Fig. 1: run 1, met1 routing
Bar = 50 um. Cells faint in the background.
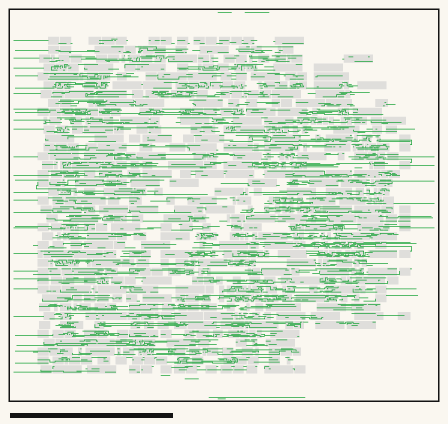
Fig. 2: run 1, M2 wires
Bar = 50 um. Cells faint in the background.
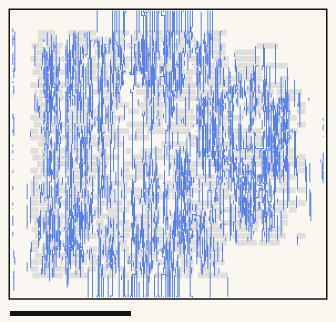
Fig. 3: run 1, metal 3
Bar = 50 um. Cells faint in the background.
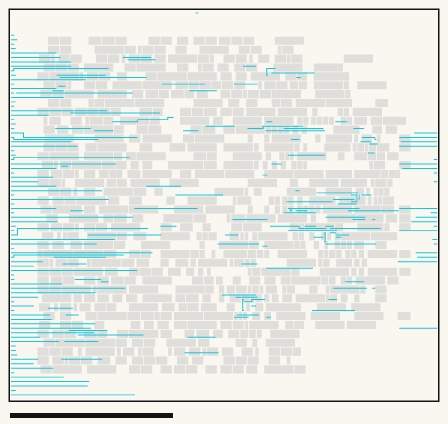
Fig. 4: run 1, the metal 4 layer
Bar = 50 um.
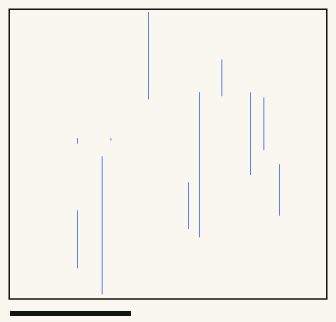
### src/rtl/regs_wr_sched.sv
// Merges ALU, load-return and debug writers onto the single register-file write port,
// and keeps a busy scoreboard of in-flight load destinations for decode hazard detection.
module regs_wr_sched #(
  parameter int unsigned REG_ADDR_WIDTH = 5,
  parameter int unsigned CPU_WIDTH      = 32,
  parameter int unsigned REG_DATA_DEPTH = 32,
  parameter int unsigned DBG_STARVE     = 8
) (
  input  logic                      clk,
  input  logic                      rst_n,
  input  logic                      ex_wr_en_i,
  input  logic [REG_ADDR_WIDTH-1:0] ex_wr_addr_i,
  input  logic [CPU_WIDTH-1:0]      ex_wr_data_i,
  input  logic                      lsu_valid_i,
  input  logic [REG_ADDR_WIDTH-1:0] lsu_addr_i,
  input  logic [CPU_WIDTH-1:0]      lsu_data_i,
  output logic                      lsu_ready_o,
  input  logic                      dbg_req_i,
  input  logic [REG_ADDR_WIDTH-1:0] dbg_addr_i,
  input  logic [CPU_WIDTH-1:0]      dbg_data_i,
  output logic                      dbg_ack_o,
  input  logic                      sb_set_i,
  input  logic [REG_ADDR_WIDTH-1:0] sb_set_addr_i,
  input  logic [REG_ADDR_WIDTH-1:0] id_rs1_addr_i,
  input  logic [REG_ADDR_WIDTH-1:0] id_rs2_addr_i,
  output logic                      id_hazard_o,
  output logic                      reg_wr_en_o,
  output logic [REG_ADDR_WIDTH-1:0] reg_wr_addr_o,
  output logic [CPU_WIDTH-1:0]      reg_wr_data_o
);

  localparam int unsigned CntW = (DBG_STARVE > 0) ? $clog2(DBG_STARVE + 1) : 1;
  localparam logic [CntW-1:0] StarveMax = CntW'(DBG_STARVE);

  typedef enum logic [1:0] {StIdle, StWait, StAck} dbg_state_e;
  typedef enum logic [2:0] {GntNone, GntEx, GntBuf, GntLive, GntDbg} gnt_e;

  dbg_state_e dbg_state_q, dbg_state_d;
  logic [CntW-1:0] cnt_q, cnt_d;
  logic dbg_ack_q, dbg_ack_d;

  logic                      buf_valid_q, buf_valid_d;
  logic [REG_ADDR_WIDTH-1:0] buf_addr_q, buf_addr_d;
  logic [CPU_WIDTH-1:0]      buf_data_q, buf_data_d;

  logic                      reg_wr_en_q, reg_wr_en_d;
  logic [REG_ADDR_WIDTH-1:0] reg_wr_addr_q, reg_wr_addr_d;
  logic [CPU_WIDTH-1:0]      reg_wr_data_q, reg_wr_data_d;
  logic                      wr_lsu_q, wr_lsu_d;

  logic [REG_DATA_DEPTH-1:0] busy_q, busy_d;

  gnt_e                      gnt;
  logic                      dbg_pend, starving, lsu_acc;
  logic [REG_ADDR_WIDTH-1:0] wr_addr;
  logic [CPU_WIDTH-1:0]      wr_data;

  // Write-port arbitration; a starving debug request jumps ahead of both LSU sources.
  always_comb begin
    dbg_pend = (dbg_state_q == StWait) && dbg_req_i;
    starving = (cnt_q == StarveMax);
    lsu_acc  = lsu_valid_i && !buf_valid_q;
    gnt      = GntNone;
    if (ex_wr_en_i)               gnt = GntEx;
    else if (starving && dbg_pend) gnt = GntDbg;
    else if (buf_valid_q)          gnt = GntBuf;
    else if (lsu_acc)              gnt = GntLive;
    else if (dbg_pend)             gnt = GntDbg;

    wr_addr = '0;
    wr_data = '0;
    unique case (gnt)
      GntEx:   begin wr_addr = ex_wr_addr_i; wr_data = ex_wr_data_i; end
      GntBuf:  begin wr_addr = buf_addr_q;   wr_data = buf_data_q;   end
      GntLive: begin wr_addr = lsu_addr_i;   wr_data = lsu_data_i;   end
      GntDbg:  begin wr_addr = dbg_addr_i;   wr_data = dbg_data_i;   end
      default: ;
    endcase
  end

  always_comb begin
    // x0 grants complete the handshake but never reach the register file
    reg_wr_en_d   = (gnt != GntNone) && (wr_addr != '0);
    reg_wr_addr_d = reg_wr_en_d ? wr_addr : reg_wr_addr_q;
    reg_wr_data_d = reg_wr_en_d ? wr_data : reg_wr_data_q;
    wr_lsu_d      = reg_wr_en_d && ((gnt == GntBuf) || (gnt == GntLive));

    buf_valid_d = buf_valid_q;
    buf_addr_d  = buf_addr_q;
    buf_data_d  = buf_data_q;
    if (gnt == GntBuf) buf_valid_d = 1'b0;
    if (lsu_acc && (gnt != GntLive)) begin
      buf_valid_d = 1'b1;
      buf_addr_d  = lsu_addr_i;
      buf_data_d  = lsu_data_i;
    end

    // Clear first so a same-edge set of the same register wins
    busy_d = busy_q;
    if (reg_wr_en_q && wr_lsu_q) busy_d[reg_wr_addr_q] = 1'b0;
    if (sb_set_i && (sb_set_addr_i != '0)) busy_d[sb_set_addr_i] = 1'b1;
  end

  always_comb begin
    dbg_state_d = dbg_state_q;
    cnt_d       = cnt_q;
    unique case (dbg_state_q)
      StIdle: begin
        cnt_d = '0;
        if (dbg_req_i) dbg_state_d = StWait;
      end
      StWait: begin
        if (!dbg_req_i) begin
          dbg_state_d = StIdle;
          cnt_d       = '0;
        end else if (gnt == GntDbg) begin
          dbg_state_d = StAck;
        end else if (cnt_q != StarveMax) begin
          cnt_d = cnt_q + 1'b1;
        end
      end
      StAck: begin
        dbg_state_d = StIdle;
        cnt_d       = '0;
      end
      default: begin
        dbg_state_d = StIdle;
        cnt_d       = '0;
      end
    endcase
    dbg_ack_d = (dbg_state_d == StAck);
  end

  always_ff @(posedge clk or negedge rst_n) begin
    if (!rst_n) begin
      dbg_state_q   <= StIdle;
      cnt_q         <= '0;
      dbg_ack_q     <= 1'b0;
      buf_valid_q   <= 1'b0;
      buf_addr_q    <= '0;
      buf_data_q    <= '0;
      reg_wr_en_q   <= 1'b0;
      reg_wr_addr_q <= '0;
      reg_wr_data_q <= '0;
      wr_lsu_q      <= 1'b0;
      busy_q        <= '0;
    end else begin
      dbg_state_q   <= dbg_state_d;
      cnt_q         <= cnt_d;
      dbg_ack_q     <= dbg_ack_d;
      buf_valid_q   <= buf_valid_d;
      buf_addr_q    <= buf_addr_d;
      buf_data_q    <= buf_data_d;
      reg_wr_en_q   <= reg_wr_en_d;
      reg_wr_addr_q <= reg_wr_addr_d;
      reg_wr_data_q <= reg_wr_data_d;
      wr_lsu_q      <= wr_lsu_d;
      busy_q        <= busy_d;
    end
  end

  assign lsu_ready_o   = !buf_valid_q;
  assign dbg_ack_o     = dbg_ack_q;
  assign reg_wr_en_o   = reg_wr_en_q;
  assign reg_wr_addr_o = reg_wr_addr_q;
  assign reg_wr_data_o = reg_wr_data_q;
  assign id_hazard_o   = ((id_rs1_addr_i != '0) && busy_q[id_rs1_addr_i]) ||
                         ((id_rs2_addr_i != '0) && busy_q[id_rs2_addr_i]);

endmodule
### config.mk
export PLATFORM = sky130hd
export DESIGN_NAME = regs_wr_sched
export DESIGN_NICKNAME = d
export VERILOG_FILES = /design/src/rtl/regs_wr_sched.sv
export SDC_FILE = /design/constraint.sdc
export NUM_CORES = 1
export LEC_CHECK = 0
export CAP_MARGIN = 20
export CORE_ASPECT_RATIO = 0.9
export CORE_MARGIN = 8
export CORE_UTILIZATION = 50
export CTS_BUF_LIST = sky130_fd_sc_hd__clkbuf_4 sky130_fd_sc_hd__clkbuf_8 sky130_fd_sc_hd__clkbuf_16
export CTS_CLUSTER_DIAMETER = 200
export DETAILED_ROUTE_END_ITERATION = 12
export PLACE_DENSITY = 0.84
export SLEW_MARGIN = 30
export SYNTH_ARGS = -nofsm -noshare
export SYNTH_HDL_FRONTEND = slang
export SYNTH_SLANG_ARGS = --single-unit
### constraint.sdc
create_clock -name clk -period 4.5 [get_ports clk]
set_input_delay 0.9 -clock clk [delete_from_list [all_inputs] [get_ports clk]]
set_output_delay 0.9 -clock clk [all_outputs]
set_load 0.1 [all_outputs]
==> qor.yml, run 1 <==
power_and_ir_drop:
  powerClk_mw: 1.37
  power_density_mw_per_mm2: 475
  sequentialPower_mw: 1.42
  comb_power_share_pct: 30.2
  pwr-share-seq_pct: 35.6
  maxPowerGroup: "sequential cells"
logic_synthesis:
  yosys.area_share.simple_pct: 6.02
  top_area_cell: "dfrtp_1"
  yosys_area_sq_mm: 0.00596
  postSynthSeqShare_pct: 48.3
  ys.flops: 115
  xor_area_share_pct: 0.294
  synth_area_per_cell_sq_um: 11.4
timing:
  grt_setup_unrepaired: "false"
  skew_ns: 0.00820
  holdWs_ns: 0.446
  period_needed_ns: 4.12
finish:
  final_cell_mix: "clkdlybuf4s50_1 (169), dfrtp_1 (115), o21ai_0 (72)"
  syn_to_final_growth_pct: 41.2
  nNetsFinal: 826
  combGateArea_sq_mm: 0.00278
  logic_gate_count: 332
run_status:
  outcome: "complete, no violations"
cts:
  clockBufferDepth: 2
  cts-buffers-inserted: 17
  clkLatencyLatePin_ns: 0.41
worst_setup_path:
  crit_buf_inv: 2
  cp.depth: 6
  r2r-start: "buf_valid_q$_DFFE_PN0P_"
  crit_family: "buffers and inverters"
  cp-end-kind: "output port"
  critical_path_class: "in -> out"
  reg2reg_slack_ns: 1.59
routing:
  routed-wl-met3_um: 2090
  wl_met2_um: 9310
  routed_via_density: 6.15
floorplan:
  dieArea_sq_mm: 0.0157
placement:
  place.gp.congestion: 0.884
Back to the opening pictures, Fig. 1:
wire length on this layer: 7210 um
share of all routed wire: 38%
main direction: horizontal
longest straight run: 30.8 um
nets with wire on the layer: 748

Back to the opening pictures, Fig. 2:
longest straight run: 58.8 um
nets with wire on the layer: 763

Back to the opening pictures, Fig. 3:
wire length on this layer: 2090 um
nets with wire on the layer: 164
share of all routed wire: 11%
longest straight run: 43.0 um
GR Util met3: 10.3%
via count: 5313

Back to the opening pictures, Fig. 4:
longest straight run: 59.8 um
nets with wire on the layer: 10
main direction: vertical
wire length on this layer: 290 um

==> run 1: metrics by stage <==
step	area [sq um]	std cells	total power [mW]	worst slack (ns)	util, %
after detailed placement	7820	833	2.63	0.373	66.0
after CTS	8420	864	4.01	0.354	71.1
after global routing	8420	864	4.16	0.266	71.1
final	8420	864	4.00	0.384	71.1
after global placement	7820	833	2.58	0.492	66.0
after floorplan	5960	524	2.21	0.246	-
==> run 1: synthesized netlist by cell type, types with 4 or more instances <==
library cell  instances
a221o_1               4
nand3_1               8
a222oi_1             32
nand2_1              13
a22oi_1               5
buf_2                 8
nand3b_1              8
buf_6                 4
inv_1                44
a21oi_1               6
mux2i_1              34
mux2_2               42
o21ai_0              72
mux4_2               14
nor2_1               17
a22o_1               32
dfrtp_1             115
or3_1                 4
nand4_1               4
clkbuf_1             21
==> run 2, diff against run 1 <==
Settings changed: CAP_MARGIN 20 to 40.
==> run 2 against run 1 <==
- non-clock buffer count grew 41
- final area rose by 8.3%
- clock-buffer cell count grew 5
- clock power shrank 7%
- critical endpoint unchanged
==> qor.yml, run 2 <==
finish:
  final_cell_mix: "clkdlybuf4s50_1 (169), dfrtp_1 (115), o21ai_0 (72)"  # unchanged
  stdcell_count: 905  # was 864
  final_core_util_pct: 77.0  # was 71.1%
  syn_to_final_growth_pct: 52.9  # was 41.2%
  finalInstanceArea_sq_mm: 0.00912  # was 0.00842 sq mm
run_status:
  outcome: "complete, no violations"  # unchanged
logic_synthesis:
  postSynthSeqShare_pct: 48.3  # unchanged
  most_common_cell: "dfrtp_1"  # unchanged
  yosys.area_share.simple_pct: 6.02  # unchanged
  yosys_area_sq_mm: 0.00596  # unchanged
floorplan:
  dieArea_sq_mm: 0.0157  # unchanged
timing:
  skew_ns: 0.00867  # was 0.00820 ns
  finalWorstSetupSlack_ns: 0.420  # was 0.384 ns
placement:
  place.gp.congestion: 0.884  # unchanged
  placed_area_sq_mm: 0.00855  # was 0.00782 sq mm
power_and_ir_drop:
  powerClk_mw: 1.28  # was 1.37 mW
  p_total_mw: 4.14  # was 4.00 mW
  maxPowerGroup: "sequential cells"  # unchanged
  sequentialPower_mw: 1.43  # was 1.42 mW
  comb_power_share_pct: 34.5  # was 30.2%
worst_setup_path:
  reg2reg_slack_ns: 1.52  # was 1.59 ns
  r2r-start: "buf_valid_q$_DFFE_PN0P_"  # unchanged
cts:
  cts-buffers-inserted: 17  # unchanged
  clkLatencyLatePin_ns: 0.41  # about the same
routing:
  vias: 5597  # was 5313
  routed_via_density: 6.18  # was 6.15
run 2: per-layer routing:
layer	vias to the layer above	track usage, %	wire, um
li1	2432	-	-
met1	2732	28.6	7210
met2	367	42.5	9880
met3	66	10.9	2340
met4	0	15.5	885
met5	-	0	0
run 2: final cells by class:
| type | count | area [sq um] |
|---|---|---|
| multi-input cells | 332 | 2780 |
| inverters | 44 | 165 |
| repair buffers | 223 | 2530 |
| clock buffers | 26 | 518 |
| fillers | 686 | 2720 |
| clock inverters | 5 | 50.0 |
| flip-flops and latches | 115 | 2880 |
| well taps | 160 | 200 |
run 2: worst max-delay path: stages:
cell	delay (ns)
clkdlybuf4s50_1	0.80
mux4_2	0.60
mux2_2	0.29
a211oi_1	0.23
o22ai_1	0.16
buf_12	0.20
Fig. 5: run 2, metal 3
Bar = 50 um. Cells faint in the background.
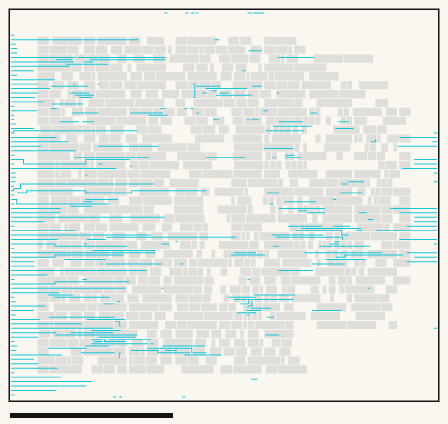
main direction: horizontal
share of all routed wire: 12%
nets with wire on the layer: 200

Fig. 6: run 2, congestion heat map
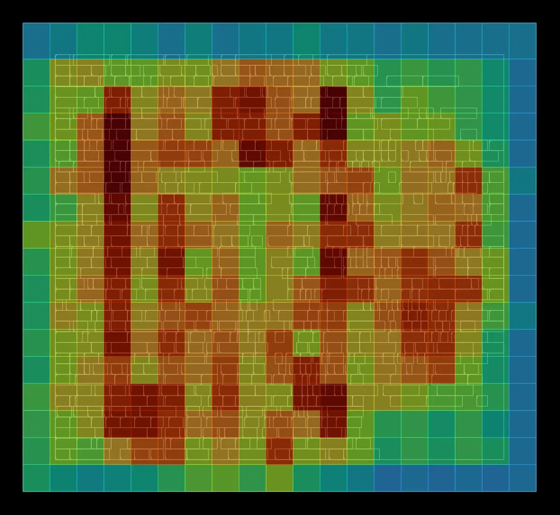
total track usage: 26.2%
GR Util met3: 10.9%
Wirelength per Cell: 22.5 um

Power is estimated from default activity; no workload was simulated.
